===== config.mk =====
export PLATFORM = sky130hd
export DESIGN_NAME = vc_wrr_scheduler
export DESIGN_NICKNAME = d
export VERILOG_FILES = /design/src/rtl/vc_wrr_scheduler.sv
export SDC_FILE = /design/constraint.sdc
export NUM_CORES = 1
export LEC_CHECK = 0
export CAP_MARGIN = 20
export CORE_MARGIN = 2
export CORE_UTILIZATION = 49
export DETAILED_ROUTE_END_ITERATION = 10
export PLACE_DENSITY = 0.95
export SETUP_SLACK_MARGIN = 0.1
export SLEW_MARGIN = 5
export SYNTH_ARGS = -nofsm -noshare
export SYNTH_HDL_FRONTEND = slang
export SYNTH_SLANG_ARGS = --single-unit

===== constraint.sdc =====
create_clock -name clk -period 2.83 [get_ports clk]
set_clock_uncertainty 0.05 [all_clocks]
set_input_delay 0.283 -clock clk [delete_from_list [all_inputs] [get_ports clk]]
set_output_delay 0.283 -clock clk [all_outputs]
set_load 0.05 [all_outputs]

===== src/rtl/vc_wrr_scheduler.sv =====
// Weighted round-robin drain of two virtual-channel FIFOs into two destination FIFOs.
// Optional macro STRICT_PRIORITY_EN replaces the weighted arbitration with absolute VC0 priority.
module vc_wrr_scheduler #(
   parameter int BW      = 6,
   parameter int WEIGHT0 = 3,
   parameter int WEIGHT1 = 1
) (
   input  logic          clk,
   input  logic          reset,
   input  logic          enable,
   input  logic          vc0_empty,
   input  logic          vc1_empty,
   input  logic [BW-1:0] vc0_data,
   input  logic [BW-1:0] vc1_data,
   input  logic          d0_pause,
   input  logic          d1_pause,
   output logic          vc0_rd,
   output logic          vc1_rd,
   output logic          d0_wr,
   output logic          d1_wr,
   output logic [BW-1:0] d_data,
   output logic [1:0]    grant,
   output logic          misroute_err
);

   typedef enum logic [1:0] {
      IDLE   = 2'b00,
      GRANT0 = 2'b01,
      GRANT1 = 2'b10
   } state_t;

   state_t        r_state;
   logic          r_valid;
   logic          r_src;
   logic          r_d0_wr;
   logic          r_d1_wr;
   logic [BW-1:0] r_d_data;
   logic          r_misroute;

   logic          w_can_pop;
   logic [BW-1:0] w_word;
   logic          w_bad_class;

   // Both pauses gate the pop because the destination is only known once data returns.
   assign w_can_pop = enable & ~d0_pause & ~d1_pause;
   assign vc0_rd    = (r_state == GRANT0) & w_can_pop & ~vc0_empty;
`ifdef STRICT_PRIORITY_EN
   assign vc1_rd    = (r_state == GRANT1) & w_can_pop & ~vc1_empty & vc0_empty;
`else
   assign vc1_rd    = (r_state == GRANT1) & w_can_pop & ~vc1_empty;
`endif

`ifdef STRICT_PRIORITY_EN
   always_ff @(posedge clk or posedge reset) begin
      if (reset) begin
         r_state <= IDLE;
      end else begin
         case (r_state)
            IDLE: begin
               if (!vc0_empty)      r_state <= GRANT0;
               else if (!vc1_empty) r_state <= GRANT1;
            end
            GRANT0: begin
               if (vc0_empty) r_state <= vc1_empty ? IDLE : GRANT1;
            end
            GRANT1: begin
               if (!vc0_empty)     r_state <= GRANT0;
               else if (vc1_empty) r_state <= IDLE;
            end
            default: r_state <= IDLE;
         endcase
      end
   end
`else
   // A weight of 0 behaves as 1, so the last grant index saturates at 0.
   localparam logic [3:0] LP_LAST0 = (WEIGHT0 < 2) ? 4'd0 : 4'(WEIGHT0 - 1);
   localparam logic [3:0] LP_LAST1 = (WEIGHT1 < 2) ? 4'd0 : 4'(WEIGHT1 - 1);

   logic [3:0] r_cnt;
   logic       r_last;

   // NOTE: state registers use non-blocking assignments and an async reset in the sensitivity list.
   always_ff @(posedge clk or posedge reset) begin
      if (reset) begin
         r_state <= IDLE;
         r_cnt   <= '0;
         r_last  <= 1'b1;
      end else begin
         case (r_state)
            IDLE: begin
               r_cnt <= '0;
               if (!vc0_empty && !vc1_empty) r_state <= r_last ? GRANT0 : GRANT1;
               else if (!vc0_empty)          r_state <= GRANT0;
               else if (!vc1_empty)          r_state <= GRANT1;
            end
            GRANT0: begin
               if (vc0_rd) begin
                  if (r_cnt == LP_LAST0) begin
                     r_cnt  <= '0;
                     r_last <= 1'b0;
                     if (!vc1_empty) r_state <= GRANT1;
                  end else begin
                     r_cnt <= r_cnt + 4'd1;
                  end
               end else if (vc0_empty) begin
                  r_cnt   <= '0;
                  r_last  <= 1'b0;
                  r_state <= vc1_empty ? IDLE : GRANT1;
               end
            end
            GRANT1: begin
               if (vc1_rd) begin
                  if (r_cnt == LP_LAST1) begin
                     r_cnt  <= '0;
                     r_last <= 1'b1;
                     if (!vc0_empty) r_state <= GRANT0;
                  end else begin
                     r_cnt <= r_cnt + 4'd1;
                  end
               end else if (vc1_empty) begin
                  r_cnt   <= '0;
                  r_last  <= 1'b1;
                  r_state <= vc0_empty ? IDLE : GRANT0;
               end
            end
            default: r_state <= IDLE;
         endcase
      end
   end
`endif

   assign w_word      = r_src ? vc1_data : vc0_data;
   assign w_bad_class = r_src ? ~w_word[BW-1] : w_word[BW-1];

   // NOTE: a pop tags the source; the FIFO data arrives one cycle later and is routed then.
   always_ff @(posedge clk or posedge reset) begin
      if (reset) begin
         r_valid    <= 1'b0;
         r_src      <= 1'b0;
         r_d0_wr    <= 1'b0;
         r_d1_wr    <= 1'b0;
         r_d_data   <= '0;
         r_misroute <= 1'b0;
      end else begin
         r_valid <= vc0_rd | vc1_rd;
         r_src   <= vc1_rd;
         r_d0_wr <= r_valid & ~w_word[BW-2];
         r_d1_wr <= r_valid &  w_word[BW-2];
         if (r_valid) begin
            r_d_data <= w_word;
            if (w_bad_class) r_misroute <= 1'b1;
         end
      end
   end

   assign d0_wr        = r_d0_wr;
   assign d1_wr        = r_d1_wr;
   assign d_data       = r_d_data;
   assign grant        = r_state;
   assign misroute_err = r_misroute;

endmodule


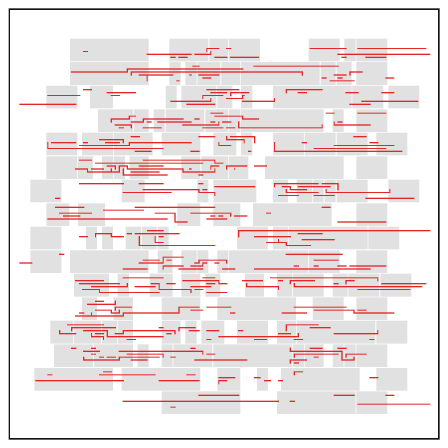
(the metal 1 layer)
Cells faint in the background.
share of all routed wire	44%
main direction	horizontal
longest straight run	22.1 um
wire length on this layer	946 um

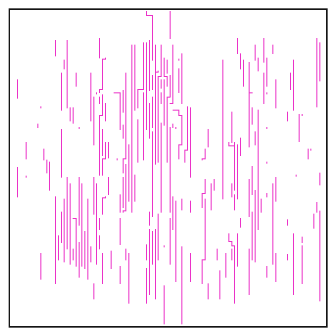
(signal wires on met2)
longest straight run	26.2 um
main direction	vertical
wire length on this layer	1020 um
nets with wire on the layer	138
share of all routed wire	47%
Final Routed Wirelength: 2.17 mm
fraction of met2 tracks used by global routing: 33.8%

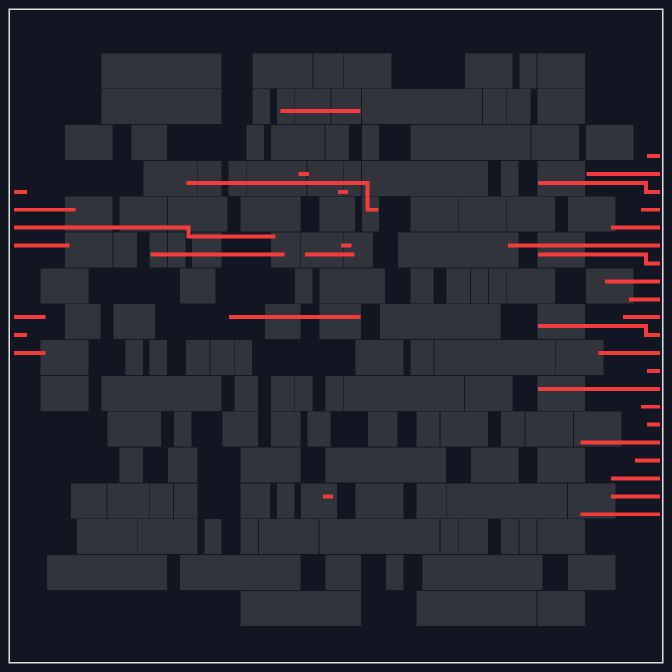
(signal wires on met3)
Cells faint in the background.
longest straight run	13.6 um
wire length on this layer	175 um
main direction	horizontal
share of all routed wire	8.1%
nets with wire on the layer	33

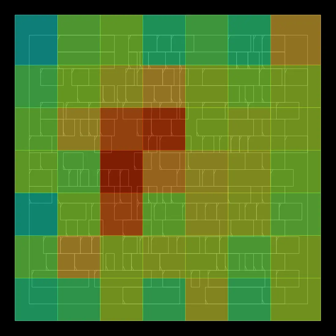
(routing congestion)
WL per Instance: 13.2 um
fin util: 69.9%
Global Route met3 Usage: 5.76%

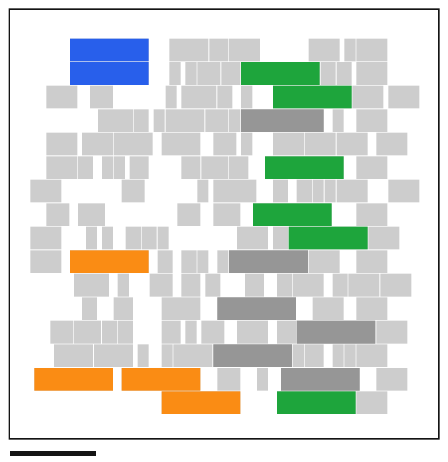
(register map, names as in the netlist)
Scale bar: 10 um.
name in the netlist	colour	placed flops
grant	blue	2
r_cnt	orange	4
d_data	green	6
flip-flop and latch share of the layout cell area: 32.9%
Flop+latch power: 0.369 mW

==> impl_metrics.csv <==
group,metric,value,unit
run_status,outcome,"complete, no violations",
layout,final-instance-count-excl-fill,164,
timing,finalHoldViolations,0,
worst_setup_path,critical_path.reg2reg.endpoint,"r_cnt[3]",
yosys,synth_async_sr_flop_share,100,%
layout,finish.net_count,164,
worst_setup_path,critical_path_depth,7,
grt,pin_count_of_the_biggest_net_entering_global_routing,19,
pwr,top_power_group,"combinational logic",
yosys,xor_area_share,0,%
pwr,static_leakage,0.598,nW
layout,layout_stage_area_growth_over_the_synthesis_result,35.1,%
route,detailroute.wirelength.met2,1.02,mm
worst_setup_path,setup.worst_path.class,"flop to flop",
flow_run,warnings,31,
place,numPortBuffers,31,
clock_tree,cts_htree_levels,1,
layout,most-common-layout-cells,"29 x sky130_fd_sc_hd__clkdlybuf4s50_1, 17 x sky130_fd_sc_hd__dfrtp_1, 13 x sky130_fd_sc_hd__a21oi_1",
pwr,p_switching,0.500,mW
pwr,ir_worst_vdd,482,uV
place,detailed_place_hpwl,1.72,mm
worst_setup_path,setup.worst_path.start,"grant[0]",
route,avgViaCountPerCell,5.35,
worst_setup_path,r2r_setup_slack,670,ps
pwr,total_power,1.13,mW
yosys,yosysCellCount,105,
worst_setup_path,required,3000,ps
place,dpl_cell_area,1340,sq um
grt,first_global_vias,886,
grt,most_crowded_layer_after_global_routing,"met2",
yosys,syn_avg_cell_area,9.66,sq um
layout,biggestCellCategory,"logic gates",
route,remaining_drc_errors,0,
place,finalWeightedCongestion,0.871,
layout,clockBufferCount,4,
yosys,yosys_warnings,0,
worst_setup_path,crit_family,"simple AND/OR/NAND/NOR gates",
yosys,dominantRegCellSynth,"sky130_fd_sc_hd__dfrtp_1",
layout,layout.area.seq,452,sq um
timing,timing.setup.tns,0,ps
timing,finalMaxSlewViolations,0,
place,place_worst_setup_slack,551,ps
yosys,ys_sh_simple,16.0,%
yosys,netlist_top_cells_area,"sky130_fd_sc_hd__dfrtp_1 42%, sky130_fd_sc_hd__ha_1 8.6%, sky130_fd_sc_hd__a21oi_1 6.4%, sky130_fd_sc_hd__mux2i_1 5.9%, sky130_fd_sc_hd__nor2_1 4.1%",
worst_setup_path,crit_path_start_kind,"flop",
Power is estimated from default activity; no workload was simulated.
